`src/rtl/inst_fetch_pkg.sv`:
```
// Shared types for the instruction-fetch requester: FSM encoding, default widths,
// and the small helper that says which states honour a redirect.
package inst_fetch_pkg;

  localparam int IF_AW = 5;
  localparam int IF_DW = 32;

  typedef enum logic [1:0] {
    ST_IDLE  = 2'd0,
    ST_RUN   = 2'd1,
    ST_FLUSH = 2'd2,
    ST_HALT  = 2'd3
  } fetch_state_e;

  // IDLE has nothing to discard and HALT is only left through reset.
  function automatic logic redirect_ok(input fetch_state_e s);
    return (s == ST_RUN) || (s == ST_FLUSH);
  endfunction

endpackage

```
`src/rtl/inst_fetch_if.sv`:
```
// Fetch bus bundle: instruction-memory read port, execute redirect, and decode handshake.
// The master modport is the fetch unit; the slave modport is its surroundings.
interface inst_fetch_if
  import inst_fetch_pkg::*;
#(
  parameter int AW = IF_AW,
  parameter int DW = IF_DW
);

  logic [AW-1:0] imem_addr;
  logic          imem_rd_en;
  logic [DW-1:0] imem_data;
  logic          redirect;
  logic [AW-1:0] redirect_addr;
  logic [DW-1:0] inst;
  logic [AW-1:0] inst_pc;
  logic          inst_valid;
  logic          inst_ready;
  logic          halt;

  modport master (
    output imem_addr, imem_rd_en, inst, inst_pc, inst_valid, halt,
    input  imem_data, redirect, redirect_addr, inst_ready
  );

  modport slave (
    input  imem_addr, imem_rd_en, inst, inst_pc, inst_valid, halt,
    output imem_data, redirect, redirect_addr, inst_ready
  );

endinterface

```
`src/rtl/inst_fetch_skid.sv`:
```
// One-entry holding register for a returned {instruction, pc} pair that arrived
// while the decode output was stalled.
module inst_fetch_skid #(
  parameter int DW = 32,
  parameter int AW = 5
) (
  input  logic             clk,
  input  logic             rst_n,
  input  logic             flush,
  input  logic             push,
  input  logic             pop,
  input  logic [DW+AW-1:0] push_data,
  output logic [DW+AW-1:0] pop_data,
  output logic             full
);

  logic [DW+AW-1:0] data;

  always_ff @(posedge clk or negedge rst_n) begin
    if (!rst_n) begin
      full <= 1'b0;
      data <= '0;
    end else if (flush) begin
      full <= 1'b0;
    end else if (push) begin
      full <= 1'b1;
      data <= push_data;
    end else if (pop) begin
      full <= 1'b0;
    end
  end

  assign pop_data = data;

endmodule

```
`src/rtl/inst_fetch.sv`:
```
// Instruction-fetch requester: owns the PC, issues one word read per cycle, and
// hands {instruction, pc} to decode. Build option: IFETCH_HALT_ON_ZERO_EN.
module inst_fetch
  import inst_fetch_pkg::*;
#(
  parameter int            AW       = IF_AW,
  parameter int            DW       = IF_DW,
  parameter logic [AW-1:0] RESET_PC = '0
) (
  input  logic         clk_i,
  input  logic         rst_i,
  inst_fetch_if.master bus
);

  fetch_state_e  state, state_nxt;
  logic [AW-1:0] pc;
  logic [AW-1:0] req_pc;
  logic          inflight;

  logic          out_valid;
  logic [DW-1:0] out_inst;
  logic [AW-1:0] out_pc;

  logic          take, rsp, zero_hit, rsp_keep, out_free;
  logic          skid_full, skid_push, skid_pop;
  logic [DW+AW-1:0] skid_data;
  logic          issue_ok, issue;

  // The memory answers combinationally to the registered request, so the word on
  // imem_data belongs to req_pc whenever inflight is set.
  always_comb begin
    take      = bus.redirect && redirect_ok(state);
    rsp       = inflight && !take;
`ifdef IFETCH_HALT_ON_ZERO_EN
    zero_hit  = rsp && (bus.imem_data == '0);
`else
    zero_hit  = 1'b0;
`endif
    rsp_keep  = rsp && !zero_hit;
    out_free  = !out_valid || bus.inst_ready;
    skid_pop  = skid_full && out_free && !take;
    skid_push = rsp_keep && !out_free;
    // A draining skid counts as empty so a stall releases without a bubble.
    issue_ok  = (!skid_full || skid_pop) &&
                !(out_valid && !bus.inst_ready && inflight);

    state_nxt = state;
    case (state)
      ST_IDLE:  state_nxt = ST_RUN;
      ST_RUN: begin
        if (take)          state_nxt = ST_FLUSH;
        else if (zero_hit) state_nxt = ST_HALT;
      end
      ST_FLUSH: state_nxt = take ? ST_FLUSH : ST_RUN;
      default:  state_nxt = ST_HALT;
    endcase

    issue = (state_nxt == ST_RUN) && issue_ok;
  end

  always_ff @(posedge clk_i or negedge rst_i) begin
    if (!rst_i) begin
      state    <= ST_IDLE;
      pc       <= RESET_PC;
      req_pc   <= '0;
      inflight <= 1'b0;
    end else begin
      state    <= state_nxt;
      inflight <= issue;
      if (issue) req_pc <= pc;
      if (take)       pc <= bus.redirect_addr;
      else if (issue) pc <= pc + 1'b1;
    end
  end

  // Skid content always predates any new response, so it drains first.
  always_ff @(posedge clk_i or negedge rst_i) begin
    if (!rst_i) begin
      out_valid <= 1'b0;
      out_inst  <= '0;
      out_pc    <= '0;
    end else if (take) begin
      out_valid <= 1'b0;
    end else if (skid_pop) begin
      out_valid           <= 1'b1;
      {out_inst, out_pc}  <= skid_data;
    end else if (rsp_keep && out_free) begin
      out_valid <= 1'b1;
      out_inst  <= bus.imem_data;
      out_pc    <= req_pc;
    end else if (bus.inst_ready) begin
      out_valid <= 1'b0;
    end
  end

  inst_fetch_skid #(.DW(DW), .AW(AW)) u_skid (
    .clk       (clk_i),
    .rst_n     (rst_i),
    .flush     (take),
    .push      (skid_push),
    .pop       (skid_pop),
    .push_data ({bus.imem_data, req_pc}),
    .pop_data  (skid_data),
    .full      (skid_full)
  );

`ifdef IFETCH_HALT_ON_ZERO_EN
  logic halt_q;

  always_ff @(posedge clk_i or negedge rst_i) begin
    if (!rst_i)        halt_q <= 1'b0;
    else if (zero_hit) halt_q <= 1'b1;
  end

  assign bus.halt = halt_q;
`else
  assign bus.halt = 1'b0;
`endif

  assign bus.imem_addr  = req_pc;
  assign bus.imem_rd_en = inflight;
  assign bus.inst       = out_inst;
  assign bus.inst_pc    = out_pc;
  assign bus.inst_valid = out_valid;

endmodule

```
`src/flat_wrapper.sv`:
```
// flat-port wrapper written by rule: the top's interface ports become plain ports
module inst_fetch_flat import inst_fetch_pkg::*;
#(
  parameter int            AW       = IF_AW,
  parameter int            DW       = IF_DW,
  parameter logic [AW-1:0] RESET_PC = '0
)
  (clk_i, rst_i, bus_imem_addr, bus_imem_rd_en, bus_inst, bus_inst_pc, bus_inst_valid, bus_halt, bus_imem_data, bus_redirect, bus_redirect_addr, bus_inst_ready);
  inst_fetch_if #(.AW(AW), .DW(DW)) bus_i ();
  input  logic clk_i;
  input  logic rst_i;
  output wire logic [$bits(bus_i.imem_addr)-1:0] bus_imem_addr;
  output wire logic [$bits(bus_i.imem_rd_en)-1:0] bus_imem_rd_en;
  output wire logic [$bits(bus_i.inst)-1:0] bus_inst;
  output wire logic [$bits(bus_i.inst_pc)-1:0] bus_inst_pc;
  output wire logic [$bits(bus_i.inst_valid)-1:0] bus_inst_valid;
  output wire logic [$bits(bus_i.halt)-1:0] bus_halt;
  input wire logic [$bits(bus_i.imem_data)-1:0] bus_imem_data;
  input wire logic [$bits(bus_i.redirect)-1:0] bus_redirect;
  input wire logic [$bits(bus_i.redirect_addr)-1:0] bus_redirect_addr;
  input wire logic [$bits(bus_i.inst_ready)-1:0] bus_inst_ready;
  assign bus_imem_addr = bus_i.imem_addr;
  assign bus_imem_rd_en = bus_i.imem_rd_en;
  assign bus_inst = bus_i.inst;
  assign bus_inst_pc = bus_i.inst_pc;
  assign bus_inst_valid = bus_i.inst_valid;
  assign bus_halt = bus_i.halt;
  assign bus_i.imem_data = bus_imem_data;
  assign bus_i.redirect = bus_redirect;
  assign bus_i.redirect_addr = bus_redirect_addr;
  assign bus_i.inst_ready = bus_inst_ready;
  inst_fetch #(.AW(AW), .DW(DW), .RESET_PC(RESET_PC)) u_core (.clk_i(clk_i), .rst_i(rst_i), .bus(bus_i));
endmodule
```
`config.mk`:
```
export PLATFORM = sky130hd
export DESIGN_NAME = inst_fetch_flat
export DESIGN_NICKNAME = d
export VERILOG_FILES = /design/src/rtl/inst_fetch_pkg.sv /design/src/rtl/inst_fetch_if.sv /design/src/rtl/inst_fetch_skid.sv /design/src/rtl/inst_fetch.sv /design/src/flat_wrapper.sv
export SDC_FILE = /design/constraint.sdc
export NUM_CORES = 1
export LEC_CHECK = 0
export ABC_CLOCK_PERIOD_IN_PS = 3200
export CAP_MARGIN = 20
export CORE_AREA = 8 8 99 101
export DETAILED_ROUTE_END_ITERATION = 7
export DIE_AREA = 0 0 107 109
export GPL_ROUTABILITY_DRIVEN = 0
export HOLD_SLACK_MARGIN = 0.15
export PLACE_DENSITY = 0.77
export SLEW_MARGIN = 20
export SYNTH_ARGS = -nofsm -noshare
export SYNTH_HDL_FRONTEND = slang
export SYNTH_SLANG_ARGS = --single-unit
```
`constraint.sdc`:
```
create_clock -name clk_i -period 3.2 [get_ports clk_i]
set_input_delay 0.8 -clock clk_i [delete_from_list [all_inputs] [get_ports clk_i]]
set_output_delay 0.8 -clock clk_i [all_outputs]
set_load 0.05 [all_outputs]
```
==> run_1/layer_met2.png <==
Drawn at 3 px/micron.
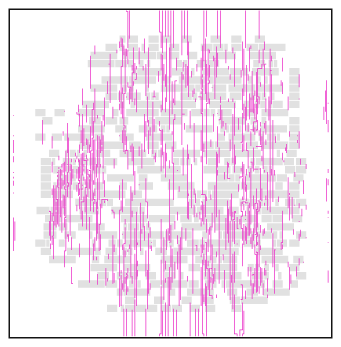
longest straight run: 54.4 microns
wire length on this layer: 4040 microns
nets with wire on the layer: 406
main direction: vertical
share of all routed wire: 47%
total number of vias: 2890
final WL: 8.58 mm
global-route met2 utilization: 25.0%

==> run_1/clocks.png <==
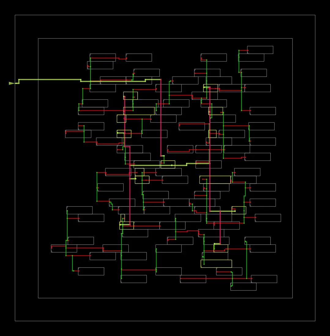
Clock Buffer Count: 10
power dissipated in the clock network: 914 uW
layout sequential cell count: 89
number of buffers inserted during clock tree synthesis: 9

==> flow_summary.rst, run 1 <==
Physical design figures
=======================

.. list-table::
   :header-rows: 1

   * - Metric
     - Value
   * - Clock Tree Buf Depth
     - 2
   * - Global Route met3 Usage
     - 4.20%
   * - WHS
     - around 0.44 ns
   * - Worst stage delay on the critical path
     - about 0.84 ns
   * - Initial DRT Pass Iterations
     - 4
   * - IO Pins
     - around 86
   * - Post-synthesis sequential area ratio
     - 56.0%
   * - Final non-filler cell area
     - 0.00513 sq mm
   * - CP cell instances
     - clkdlybuf4s50_1
   * - Cell at the root of the clock tree
     - clkbuf_8
   * - Biggest area consumer among synthesized cells
     - dfrtp_1
   * - Vias in the first global route
     - roughly 3000
   * - Count of state elements after synthesis
     - 89
   * - Placed instance area
     - 0.00489 sq mm
   * - Fill cell instance count of the final layout
     - around 700
   * - Floorplan die width
     - roughly 110 microns
   * - Synth top cells by count
     - 89 x dfrtp_1, 42 x mux2_2, 42 x nand2_1, 39 x a21oi_1
   * - Total cell area reported by yosys after synthesis
     - 0.00398 sq mm
   * - Core Box Area
     - 0.00838 sq mm
   * - Area fraction of the dominant cell type after synthesis
     - 56.0%
   * - Fin worst setup slack
     - just under 0.8 ns
   * - Critical-path cell with the highest stage delay
     - clkdlybuf4s50_1
   * - Synthesized area per cell
     - 11.0 sq um
   * - Number of buffer and inverter stages on the critical path
     - 1
   * - Antenna diode count
     - 0
   * - Hold/Removal Path Class
     - in -> async
   * - Latest clock arrival within the worst-skew pair
     - 0.35 ns
   * - Cell area after synthesis
     - just under 0.004 sq mm
   * - CTS resizes
     - 0
   * - Final instance count without filler cells
     - 553
   * - Clk pin slew, worst setup/hold paths
     - approximately 0.09 ns
   * - Max VDD drop
     - 0.649 mV
   * - Dominant cells by area after synthesis
     - dfrtp_1 56%, mux2_2 12%, nor2b_1 5.8%
   * - Sum of overflow across all layers after global routing
     - 0
   * - Worst rel slew slack
     - 61.2%
   * - Clock Sinks
     - between 80 and 90
   * - DIE HEIGHT
     - around 110 microns
   * - Number of hold buffers added after cts
     - 0
   * - Via density per instance
     - approximately 5.2
   * - Leakage power of the design
     - 0.00226 uW
   * - Max Fclk
     - 413 MHz
   * - Setup slack after placement
     - 0.534 ns
   * - Antenna violation net count after detailed routing
     - 0
   * - Area overhead of the layout relative to synthesis
     - 29.1%
   * - H-tree Lvls
     - 3
   * - Critical setup path kind
     - reg -> out
   * - Worst Clk Skew
     - 0.00969 ns
   * - Post-layout minimum cycle time
     - 2.42 ns
   * - Global routing usage on met1
     - 19.5%
   * - Die Outline Area
     - 0.0117 sq mm
   * - Wire length of the first global-routing pass
     - 14.5 mm
   * - Count of final max-slew check failures
     - 0
   * - Run status
     - finished clean
   * - Floorplan Nets
     - 407
   * - Number of port buffers
     - between 80 and 90
   * - Cell count after placement
     - 537
   * - CTS tree
     - built
   * - HPWL after detailed placement
     - 5.95 mm
   * - Total negative slack
     - 0 ns
   * - Total of max-cap violations
     - 0
   * - Worst Tran Pin Value
     - 0.582 ns
   * - Busiest layer in global routing
     - met2
   * - RSZ-0062 raised after global routing
     - no
   * - Number of OpenROAD warnings
     - 29
   * - Arrival time at the worst endpoint
     - 1.62 ns
   * - Fraction of layout cells with a size suffix above 1
     - 16.4%
   * - Yosys cell types
     - 33
   * - CP Data Required Time
     - 2.40 ns
   * - Share of the cycle needed by the critical path after routing
     - 75.6%
   * - Cell count after synthesis
     - 361
   * - Type of element launching the critical path
     - flop
   * - Initial antenna violation count
     - 0
   * - Top cell family by delay on the critical path
     - buffers and inverters
   * - Number of DRC violations after detailed routing
     - 0
   * - Std cell rows
     - 34
   * - Number of warnings printed during yosys synthesis
     - 0
   * - Total setup buffers inserted after CTS
     - 0
   * - Number of setup violations in the final report
     - 0
   * - Final hold violation count
     - 0
   * - Worst-path maximum fanout
     - 4
   * - Critical Path Sink Type
     - primary output
   * - Post-synthesis cell count from yosys
     - 361
   * - Flip-flops with a built-in enable
     - 0
   * - Synth top cell by count
     - dfrtp_1
   * - First-iteration detailed-routing DRC count
     - roughly 99
   * - Final net count
     - 486
   * - Internal reg-to-reg setup slack
     - 1.07 ns
   * - Synth async-reset ratio
     - 100%
   * - Pre-Place Util
     - 47.5%
   * - Ys flop type
     - dfrtp_1
   * - Power per Cell Area
     - 1130 mW/mm^2
   * - Largest net degree at the start of global routing
     - around 75
==> run_1/wires.png <==
Drawn at 4 px/micron. Only two layers are drawn.
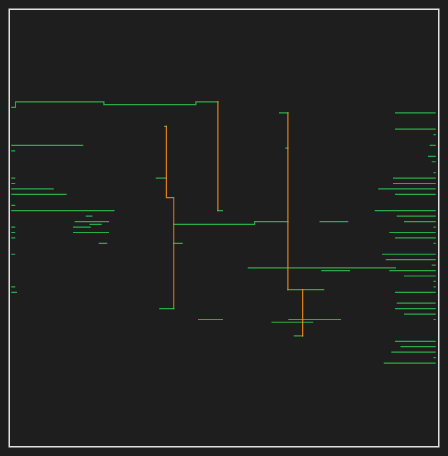
| color | layer | wire length |
|---|---|---|
| orange | metal 4 | 130 microns |
| green | metal 3 | 534 microns |
average wire per standard cell: 15.5 microns
Overall Global Routing Usage: 15.6%

==> run_1/detail.png <==
Region (70, 72) to (90, 92) microns. Cells in gray, sequential cells in the stronger gray; small squares are vias.
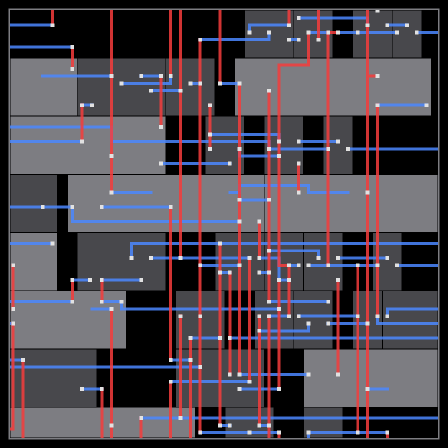
| color | layer |
|---|---|
| red | metal 2 |
| blue | metal 1 |
cells with their middle in the window: 30
netlist names of flops here include: u_core.u_skid.pop_data (4), u_core.bus.inst (3)
most frequent: dfrtp_1 (7), nor2b_1 (5), o21ai_0 (5)
sequential cells in the window: 7

-- run 1: final cells by class --
class / count / area (sq um) / share of cell area (%)
clock buffer: 10 / 128 / 2.49
multi-input combinational: 241 / 1590 / 30.9
sequential: 89 / 2230 / 43.4
clock inverter: 6 / 115 / 2.24
tap: 108 / 135 / 2.63
inverter: 9 / 36.3 / 0.707
timing repair buffer: 90 / 908 / 17.7
-- run 1: kinds of logic after synthesis --
group,synth area share [%]
and+or+nand+nor,12.9
AOI/OAI and AO/OA,13.4
DFF,56.0
muxes,11.9
buffers and inverters,4.18
adders and majority gates,1.57
other,0.0942
-- run 1: metrics by stage --
stage	util [%]	power, uW
after floorplan	-	4010
after global placement	58.4	4830
after detailed placement	58.4	4930
after CTS	61.3	5850
after global routing	61.3	6160
final	61.3	5790
-- run 1: cells in the final DEF, fill, tap and decap left out, types with 2 or more instances in the layout --
cell	synthesis	routed
nor2_1	6	6
inv_1	8	8
o311ai_0	3	3
o21ai_0	37	37
nor3_1	2	2
and3_1	2	2
a21oi_1	39	39
o211ai_1	3	3
clkdlybuf4s50_1	0	83
a211oi_1	2	2
nand2_1	42	42
a31o_2	2	2
buf_4	1	5
nor2b_1	37	37
a21o_1	2	2
ha_1	5	5
a31oi_1	2	2
dfrtp_1	89	89
nand4_1	3	3
nand3_1	3	3
nand2b_1	2	2
buf_12	0	2
bufinv_16	0	3
mux2_2	42	42
clkbuf_8	3	9
-- run 1: registers in the layout, summed over array words and instances (netlist names), 2 cells and up --
name                    cells
u_core.bus.inst            32
u_core.u_skid.pop_data     37
u_core.bus.inst_pc          5
u_core.state                2
u_core.pc                   5
u_core.bus.imem_addr        5
-- run 1: power breakdown --
| group | switching, uW | total (uW) | internal (uW) |
|---|---|---|---|
| Clock | 391 | 914 | 523 |
| Sequential | 316 | 1990 | 1670 |
| Combinational | 1790 | 2890 | 1100 |
-- run 1: worst paths after layout --
check | depth (start not counted) | end | start
max | 1 | bus_imem_rd_en | u_core.bus.imem_rd_en
min | 1 | u_core.u_skid.pop_data[19] | rst_i
max reg2reg | 7 | u_core.bus.inst[30] | u_core.state[0]
min reg2reg | 2 | u_core.bus.inst[14] | u_core.bus.inst[14]
max in group asynchronous | 2 | u_core.bus.imem_addr[3] | rst_i
min in group clk_i | 2 | u_core.bus.inst[14] | u_core.bus.inst[14]
-- run 1: metal layers --
layer | wire length, microns | vias to the layer above
li1 | - | 1390
met1 | 3880 | 1403
met2 | 4040 | 84
met3 | 533 | 13
met4 | 130 | 0
met5 | 0 | -
==> run 2, diff against run 1 <==
--- a/config.mk
+++ b/config.mk
@@ -5,14 +5,14 @@
 export SDC_FILE = /design/constraint.sdc
 export NUM_CORES = 1
 export LEC_CHECK = 0
-export ABC_CLOCK_PERIOD_IN_PS = 3200
+export ABC_CLOCK_PERIOD_IN_PS = 2100
 export CAP_MARGIN = 20
-export CORE_AREA = 8 8 99 101
+export CORE_AREA = 8 8 103 105
 export DETAILED_ROUTE_END_ITERATION = 7
-export DIE_AREA = 0 0 107 109
+export DIE_AREA = 0 0 111 113
 export GPL_ROUTABILITY_DRIVEN = 0
 export HOLD_SLACK_MARGIN = 0.15
-export PLACE_DENSITY = 0.77
+export PLACE_DENSITY = 0.74
 export SLEW_MARGIN = 20
 export SYNTH_ARGS = -nofsm -noshare
 export SYNTH_HDL_FRONTEND = slang
==> constraint.sdc (replaced) <==
create_clock -name clk_i -period 2.1 [get_ports clk_i]
set_input_delay 0.525 -clock clk_i [delete_from_list [all_inputs] [get_ports clk_i]]
set_output_delay 0.525 -clock clk_i [all_outputs]
set_load 0.05 [all_outputs]
==> run_2/detail.png <==
Region (73, 75) to (93, 95) microns. Cells in gray, sequential cells in the stronger gray; small squares are vias.
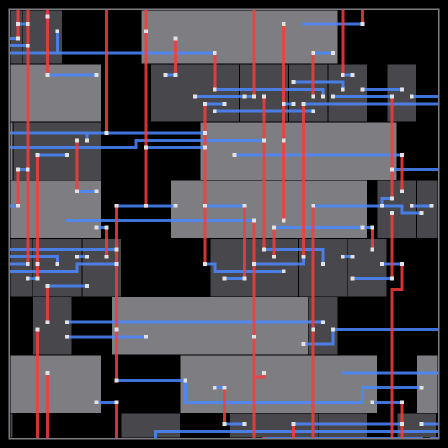
| color | layer |
|---|---|
| red | metal 2 |
| blue | metal 1 |
most frequent: dfrtp_1 (5), a21oi_1 (4)
netlist names of flops here include: u_core.u_skid.pop_data (3), u_core.bus.inst (2)
sequential cells in the window: 5
cells with their middle in the window: 21

==> flow_summary.rst, run 2 <==
Physical design figures
=======================

.. list-table::
   :header-rows: 1

   * - Metric
     - Value
   * - Compound-gate portion of the synthesized area
     - 13.4% (unchanged)
   * - Antenna diode count
     - 0 (unchanged)
   * - Dominant cells by area after synthesis
     - dfrtp_1 56%, mux2_2 12%, nor2b_1 5.8%
   * - Final WL
     - 9.00 mm (+4.8%)
   * - Fraction of layout cells with a size suffix above 1
     - 20.6% (+4.2 points)
   * - Hold Path Depth
     - 2
   * - Final non-filler cell area
     - 0.00521 sq mm (+1.5%)
   * - H-tree Lvls
     - 3 (unchanged)
   * - Number of setup violations in the final report
     - 0 (unchanged)
   * - RSZ-0062 raised after global routing
     - no
   * - Area fraction of the dominant cell type after synthesis
     - 56.0% (unchanged)
   * - Count of final max-slew check failures
     - 0 (unchanged)
   * - Number of warnings printed during yosys synthesis
     - 0 (unchanged)
   * - First-iteration detailed-routing DRC count
     - 119 (+20%)
   * - Worst-path maximum fanout
     - 2 (-2)
   * - Critical setup path kind
     - reg -> out
   * - Ys flop type
     - dfrtp_1
   * - Setup slack after placement
     - -0.00318 ns (-0.538 ns)
   * - Synthesized area per cell
     - 11.0 sq um (unchanged)
   * - Post-layout minimum cycle time
     - 2.05 ns
   * - Global-route met2 utilization
     - 22.8% (-2.3 points)
   * - Internal power
     - 4910 uW (+49%)
   * - End point of the worst hold path
     - u_core.bus.inst[28]
   * - Critical Path Sink Type
     - primary output
   * - Average wire per standard cell
     - 15.8 microns (+2.1%)
   * - Global Route met3 Usage
     - 3.28% (-0.92 points)
   * - Clk pin slew, worst setup/hold paths
     - 0.10 ns (about the same)
   * - Number of OpenROAD warnings
     - 29 (unchanged)
   * - Pre-Place Util
     - 44.3% (-3.2 points)
   * - Synth async-reset ratio
     - 100% (unchanged)
   * - Mux cell area share after synthesis
     - 11.9% (unchanged)
   * - Global routing usage on met1
     - 19.2% (-0.25 points)
   * - CP Data Required Time
     - 1.57 ns (-0.83 ns)
   * - Synth top cell by count
     - dfrtp_1
   * - Leakage power of the design
     - 0.00238 uW (+5.3%)
   * - Biggest area consumer among synthesized cells
     - dfrtp_1
   * - Cell at the root of the clock tree
     - clkbuf_8
   * - Fraction of power consumed by the clock network
     - 13.8% (-2.0 points)
   * - Total setup buffers inserted after CTS
     - 0 (unchanged)
   * - Final instance count without filler cells
     - 568 (+2.7%)
   * - Vias in the first global route
     - 2935 (-2.7%)
   * - Synth top cells by count
     - 89 x dfrtp_1, 42 x mux2_2, 42 x nand2_1, 39 x a21oi_1
   * - Total number of vias
     - 2922 (+1.1%)
   * - Placed instance area
     - 0.00498 sq mm (+1.8%)
   * - Destination of the worst register-to-register timing path
     - u_core.pc[0]
   * - Sw power
     - 3880 uW (+56%)
   * - Reg2reg start
     - u_core.state[0]
   * - Area overhead of the layout relative to synthesis
     - 31.0%
   * - Core Box Area
     - 0.00898 sq mm (+7.1%)
   * - Yosys cell types
     - 33 (unchanged)
   * - Top cell excl fill/tap
     - dfrtp_1
   * - Wire length of the first global-routing pass
     - 15.0 mm (+3.6%)
   * - Std cell rows
     - 35 (+2.9%)
   * - Switching part of the total
     - 44.2% (+1.1 points)
   * - Dominant kind of combinational cell
     - AND-OR/OR-AND gates
   * - Cell area after synthesis
     - 0.00398 sq mm (unchanged)
   * - Run status
     - finished clean
   * - Largest net degree at the start of global routing
     - 59 (-21%)
   * - DIE HEIGHT
     - 113 microns (+3.7%)
   * - Total of max-cap violations
     - 0 (unchanged)
   * - Critical-path cell with the highest stage delay
     - clkdlybuf4s50_1
   * - Top cell family by delay on the critical path
     - buffers and inverters
   * - Number of DRC violations after detailed routing
     - 0 (unchanged)
   * - Busiest layer in global routing
     - met2
   * - Arrival time at the worst endpoint
     - 1.52 ns (-0.10 ns)
   * - Worst Tran Pin Value
     - 0.520 ns (-0.0619 ns)
   * - Overall Global Routing Usage
     - 14.5% (-1.1 points)
   * - Area fraction in and, or, nand and nor cells after synthesis
     - 12.9% (unchanged)
   * - Gate power share
     - 51.6% (+1.7 points)
   * - Worst stage delay on the critical path
     - 0.81 ns (-0.03 ns)
   * - Post-synthesis sequential area ratio
     - 56.0% (unchanged)
   * - Max Fclk
     - 488 MHz
   * - Count of state elements after synthesis
     - 89 (unchanged)
   * - Adder Area Share
     - 1.57% (unchanged)
   * - Post-synthesis cell count from yosys
     - 361 (unchanged)
   * - Clock Tree Buf Depth
     - 2 (unchanged)
   * - Max VDD drop
     - 0.921 mV (+42%)
   * - Die Outline Area
     - 0.0125 sq mm (+7.5%)
   * - Final net count
     - 498 (+2.5%)
==> run_2/clocks.png <==
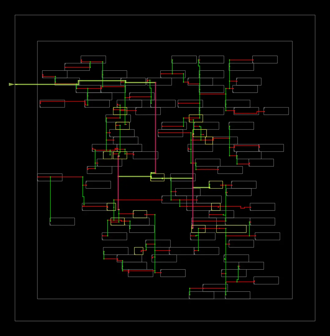
Worst Clk Skew: 0.0147 ns
Clock Sinks: 89
power dissipated in the clock network: 1210 uW
latest clock arrival within the worst-skew pair: 0.34 ns

run 2: cell counts after synthesis:
Identical to the previous run, type by type.
run 2: cells by family (layout without fill, tap and decap cells):
family | Yosys count | in the layout
and+or+nand+nor | 100 | 100
AOI/OAI and AO/OA | 93 | 93
DFF | 89 | 89
muxes | 42 | 42
buffers and inverters | 31 | 127
adders and majority gates | 5 | 5
other | 1 | 1
run 2: stage by stage:
| step | hold slack [ns] | power, uW |
|---|---|---|
| 6_report | 0.485 | 8790 |
| 3_3_place_gp | 0.459 | 7480 |
| 3_5_place_dp | 0.471 | 7640 |
| 5_1_grt | 0.512 | 9360 |
| 2_1_floorplan | 0.229 | 6120 |
| 4_1_cts | 0.492 | 8870 |
run 2: worst max path at each step:
stage / to
finish: bus_inst_pc[2]
global route: bus_inst_pc[0]
CTS: bus_inst[31]
detailed placement: u_core.pc[0]
global placement: u_core.bus.imem_addr[4]
floorplan: u_core.u_skid.pop_data[10]
run 2: routing by layer:
metal  part of all wire [%]  vias up
li1                       -     1419
met2                     47       71
met4                    1.3        0
met1                     48     1421
met5                      0        -
met3                    4.2       11
run 2: worst reg2reg max path, stage by stage (launching register included):
cell and delay, ns:
dfrtp_1 0.41, inv_1 0.08, ha_1 0.33, and2_4 0.20, o221a_4 0.27, inv_4 0.11
nand3_4 0.12, buf_4 0.17, o211ai_1 0.17
run 2: repair_timing:
item	in CTS	in global routing
hold endpoints to repair	30	0
gates resized	0	8
setup endpoints to repair	0	8
hold buffers	1	0
run 2: power groups by stage:
| stage | sequential, uW | clock [uW] | combinational, uW |
|---|---|---|---|
| 2_1_floorplan | 4330 | 0 | 1780 |
| 3_3_place_gp | 3030 | 0 | 4450 |
| 3_5_place_dp | 3070 | 0 | 4570 |
| 4_1_cts | 3040 | 1250 | 4580 |
| 5_1_grt | 3150 | 1310 | 4900 |
| 6_report | 3050 | 1210 | 4530 |
run 2: final cells by class:
class	count	area (sq um)
multi-input cells	241	1590
well taps	111	139
repair buffers	102	1020
clock inverters	6	72.6
clock buffers	10	138
inverters	9	36.3
flip-flops and latches	89	2230
fillers	734	3760
==> run_2/io_fan.png <==
Drawn at 3 px/micron.
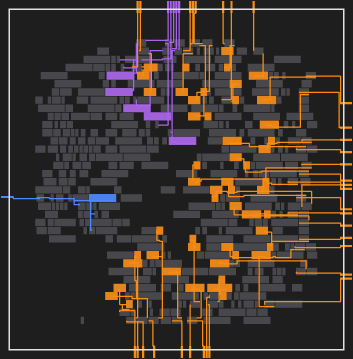

==> run 3, diff against run 2 <==
--- a/config.mk
+++ b/config.mk
@@ -8,11 +8,12 @@
 export ABC_CLOCK_PERIOD_IN_PS = 2100
 export CAP_MARGIN = 20
 export CORE_AREA = 8 8 103 105
+export CTS_CLUSTER_DIAMETER = 80
 export DETAILED_ROUTE_END_ITERATION = 7
 export DIE_AREA = 0 0 111 113
 export GPL_ROUTABILITY_DRIVEN = 0
 export HOLD_SLACK_MARGIN = 0.15
-export PLACE_DENSITY = 0.74
+export PLACE_DENSITY = 0.79
 export SLEW_MARGIN = 20
 export SYNTH_ARGS = -nofsm -noshare
 export SYNTH_HDL_FRONTEND = slang
==> run_3/io_fan.png <==
Drawn at 3 px/micron.
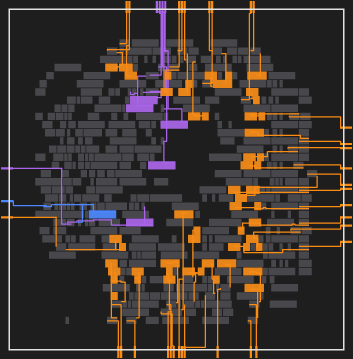
| color | port | direction | end cells | buffers | wire |
|---|---|---|---|---|---|
| purple | bus_inst_pc | output | 5 | 5 | 269 microns |
| orange | bus_imem_data | input | 64 | 32 | 1120 microns |
| blue | bus_imem_rd_en | output | 1 | 1 | 47.7 microns |

==> flow_summary.rst, run 3 <==
Physical design figures
=======================

.. list-table::
   :header-rows: 1

   * - Metric
     - Value
   * - Number of warnings printed during yosys synthesis
     - 0 (unchanged)
   * - Clk pin slew, worst setup/hold paths
     - 0.08 ns (-0.02 ns)
   * - Final WL
     - 8.62 mm (-4.2%)
   * - Worst Clk Skew
     - 0.00902 ns (-0.00566 ns)
   * - Dominant cells by area after synthesis
     - dfrtp_1 56%, mux2_2 12%, nor2b_1 5.8%
   * - Leakage power of the design
     - 0.00245 uW (+2.9%)
   * - CP Data Required Time
     - 1.57 ns (about the same)
   * - Gate power share
     - 50.8% (-0.8 points)
   * - Largest net degree at the start of global routing
     - 60 (+1.7%)
   * - Via density per instance
     - 5.12
   * - Adder Area Share
     - 1.57% (unchanged)
   * - Fraction of layout cells with a size suffix above 1
     - 19.9% (-0.70 points)
   * - Worst stage delay on the critical path
     - 0.81 ns (about the same)
   * - Final net count
     - 495 (-0.60%)
   * - Number of setup violations in the final report
     - 0 (unchanged)
   * - Post-synthesis sequential area ratio
     - 56.0% (unchanged)
   * - Synth top cells by count
     - 89 x dfrtp_1, 42 x mux2_2, 42 x nand2_1, 39 x a21oi_1
   * - WHS
     - 0.481 ns (-0.00369 ns)
   * - Max VDD drop
     - 0.963 mV (+4.6%)
   * - Total of max-cap violations
     - 0 (unchanged)
   * - DIE HEIGHT
     - 113 microns (unchanged)
   * - Worst-path maximum fanout
     - 2 (unchanged)
   * - Number of OpenROAD warnings
     - 30 (+3.4%)
   * - Cell area after synthesis
     - 0.00398 sq mm (unchanged)
   * - Arrival time at the worst endpoint
     - 1.52 ns (about the same)
   * - Clock Sinks
     - 89 (unchanged)
   * - Pre-Place Util
     - 44.3% (unchanged)
   * - Flip-flops with a built-in enable
     - 0
   * - Critical setup path kind
     - reg -> out
   * - Overall Global Routing Usage
     - 13.9% (-0.57 points)
   * - Internal power
     - 5120 uW (+4.3%)
   * - Power per Cell Area
     - between 1500 and 2000 mW/mm^2
   * - Sw power
     - 3840 uW (-1.2%)
   * - Count of final max-slew check failures
     - 0 (unchanged)
   * - Dominant kind of combinational cell
     - AND-OR/OR-AND gates
   * - Max Fclk
     - 488 MHz (about the same)
   * - Critical Path Sink Type
     - primary output
   * - Cell count after synthesis
     - 361
   * - Cell at the root of the clock tree
     - clkbuf_8
   * - Post-synthesis cell count from yosys
     - 361 (unchanged)
   * - Average wire per standard cell
     - 15.3 microns (-3.5%)
   * - Yosys cell types
     - 33 (unchanged)
   * - Placed instance area
     - 0.00497 sq mm (-0.20%)
   * - Die Outline Area
     - 0.0125 sq mm (unchanged)
   * - Top cell family by delay on the critical path
     - buffers and inverters
   * - Compound-gate portion of the synthesized area
     - 13.4% (unchanged)
   * - Wire length of the first global-routing pass
     - 14.5 mm (-3.4%)
   * - Total number of vias
     - 2888 (-1.2%)
   * - RSZ-0062 raised after global routing
     - yes
   * - Total power
     - 8950 uW (+1.8%)
   * - Destination of the worst register-to-register timing path
     - u_core.pc[1]
   * - Area fraction of the dominant cell type after synthesis
     - 56.0% (unchanged)
   * - Latest clock arrival within the worst-skew pair
     - 0.34 ns (about the same)
   * - Mux cell area share after synthesis
     - 11.9% (unchanged)
   * - Final non-filler cell area
     - 0.00525 sq mm (+0.67%)
   * - Biggest area consumer among synthesized cells
     - dfrtp_1
   * - Std cell rows
     - 35 (unchanged)
   * - Run status
     - finished clean
   * - Clock Tree Buf Depth
     - 2 (unchanged)
   * - Area fraction in and, or, nand and nor cells after synthesis
     - 12.9% (unchanged)
   * - Count of state elements after synthesis
     - 89 (unchanged)
   * - Ys flop type
     - dfrtp_1
   * - Synthesized area per cell
     - 11.0 sq um (unchanged)
   * - Synth top cell by count
     - dfrtp_1
   * - Post-layout minimum cycle time
     - 2.05 ns (+0.000471 ns)
   * - Antenna diode count
     - 0 (unchanged)
   * - Area overhead of the layout relative to synthesis
     - 31.9%
   * - Critical-path cell with the highest stage delay
     - clkdlybuf4s50_1
   * - Endpoint of the most critical setup path
     - bus_inst[21]
   * - Switching part of the total
     - 42.8% (-1.3 points)
   * - Synth async-reset ratio
     - 100% (unchanged)
   * - Vias in the first global route
     - 3070 (+4.6%)
   * - Worst Tran Pin Value
     - 0.542 ns (+0.0218 ns)
   * - Top cell excl fill/tap
     - dfrtp_1
   * - First-iteration detailed-routing DRC count
     - 97 (-18%)
==> run_3/wires.png <==
Drawn at 4 px/micron. Only two layers are drawn.
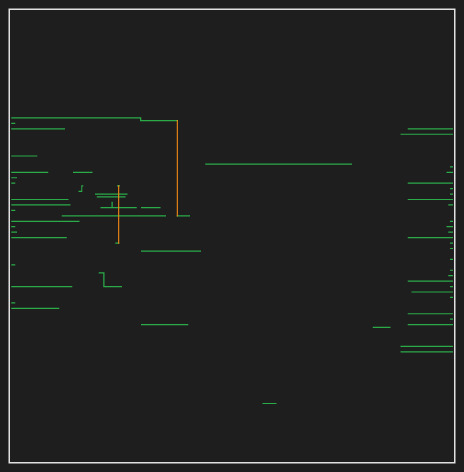
| color | layer | wire length |
|---|---|---|
| orange | metal 4 | 38.1 microns |
| green | metal 3 | 443 microns |

==> run 3: kinds of logic (layout without fill, tap and decap cells) <==
| logic type | Yosys count | after routing |
|---|---|---|
| flip-flops | 89 | 89 |
| adder cells (fa/ha/maj) | 5 | 5 |
| buffers and inverters | 31 | 123 |
| multiplexers | 42 | 42 |
| AND/OR/NAND/NOR | 100 | 100 |
| other | 1 | 1 |
| AND-OR/OR-AND | 93 | 93 |
==> run 3: per-layer routing <==
metal | wire length [microns] | global-route usage (%)
met1 | 3740 | 15.8
met2 | 4400 | 24.6
met3 | 442 | 4.18
met4 | 38 | 4.23
met5 | 0 | 0
==> run 3: what timing repair did <==
| action | in CTS | in global routing |
|---|---|---|
| endpoints found under the setup margin | 0 | 12 |
| hold endpoints to repair | 30 | 0 |
| gates resized | 0 | 13 |
| hold buffers | 1 | 0 |
==> run 3: through the flow <==
| step | TNS (ns) | instances | setup WS (ns) |
|---|---|---|---|
| floorplan | 0 | 361 | 0.201 |
| global placement | 0 | 548 | 0.0407 |
| detailed placement | -0.0168 | 548 | -0.0168 |
| CTS | 0 | 564 | 0.0178 |
| global route | -0.000933 | 564 | -0.000933 |
| finish | 0 | 564 | 0.0510 |
==> run 3: how the worst min path moves through the flow <==
stage                          start                 endpoint  slack [ns]  depth (start not counted)
6_report         u_core.bus.inst[11]      u_core.bus.inst[11]        0.48                          2
5_1_grt          u_core.bus.inst[30]      u_core.bus.inst[30]        0.51                          2
4_1_cts           u_core.bus.inst[7]       u_core.bus.inst[7]        0.49                          2
3_5_place_dp   u_core.bus.inst_pc[4]    u_core.bus.inst_pc[4]        0.47                          2
3_3_place_gp   u_core.bus.inst_pc[4]    u_core.bus.inst_pc[4]        0.46                          2
2_1_floorplan                  rst_i  u_core.bus.imem_addr[0]        0.23                          0
==> run 3: final cells by class <==
| cell class | count | area, sq um |
|---|---|---|
| clock buffer | 10 | 128 |
| timing repair buffer | 99 | 1020 |
| fill | 729 | 3730 |
| multi-input combinational | 241 | 1590 |
| clock inverter | 5 | 105 |
| sequential | 89 | 2230 |
| tap | 111 | 139 |
| inverter | 9 | 36.3 |
==> run 3: power groups by stage <==
stage,Combinational (uW),Clock [uW],Sequential (uW)
floorplan,1780,0,4330
global placement,4450,0,3030
detailed placement,4580,0,3080
CTS,4580,1410,3040
global route,4910,1470,3150
finish,4550,1370,3040
Power figures rest on the tool's default switching activity, not on a simulated workload.
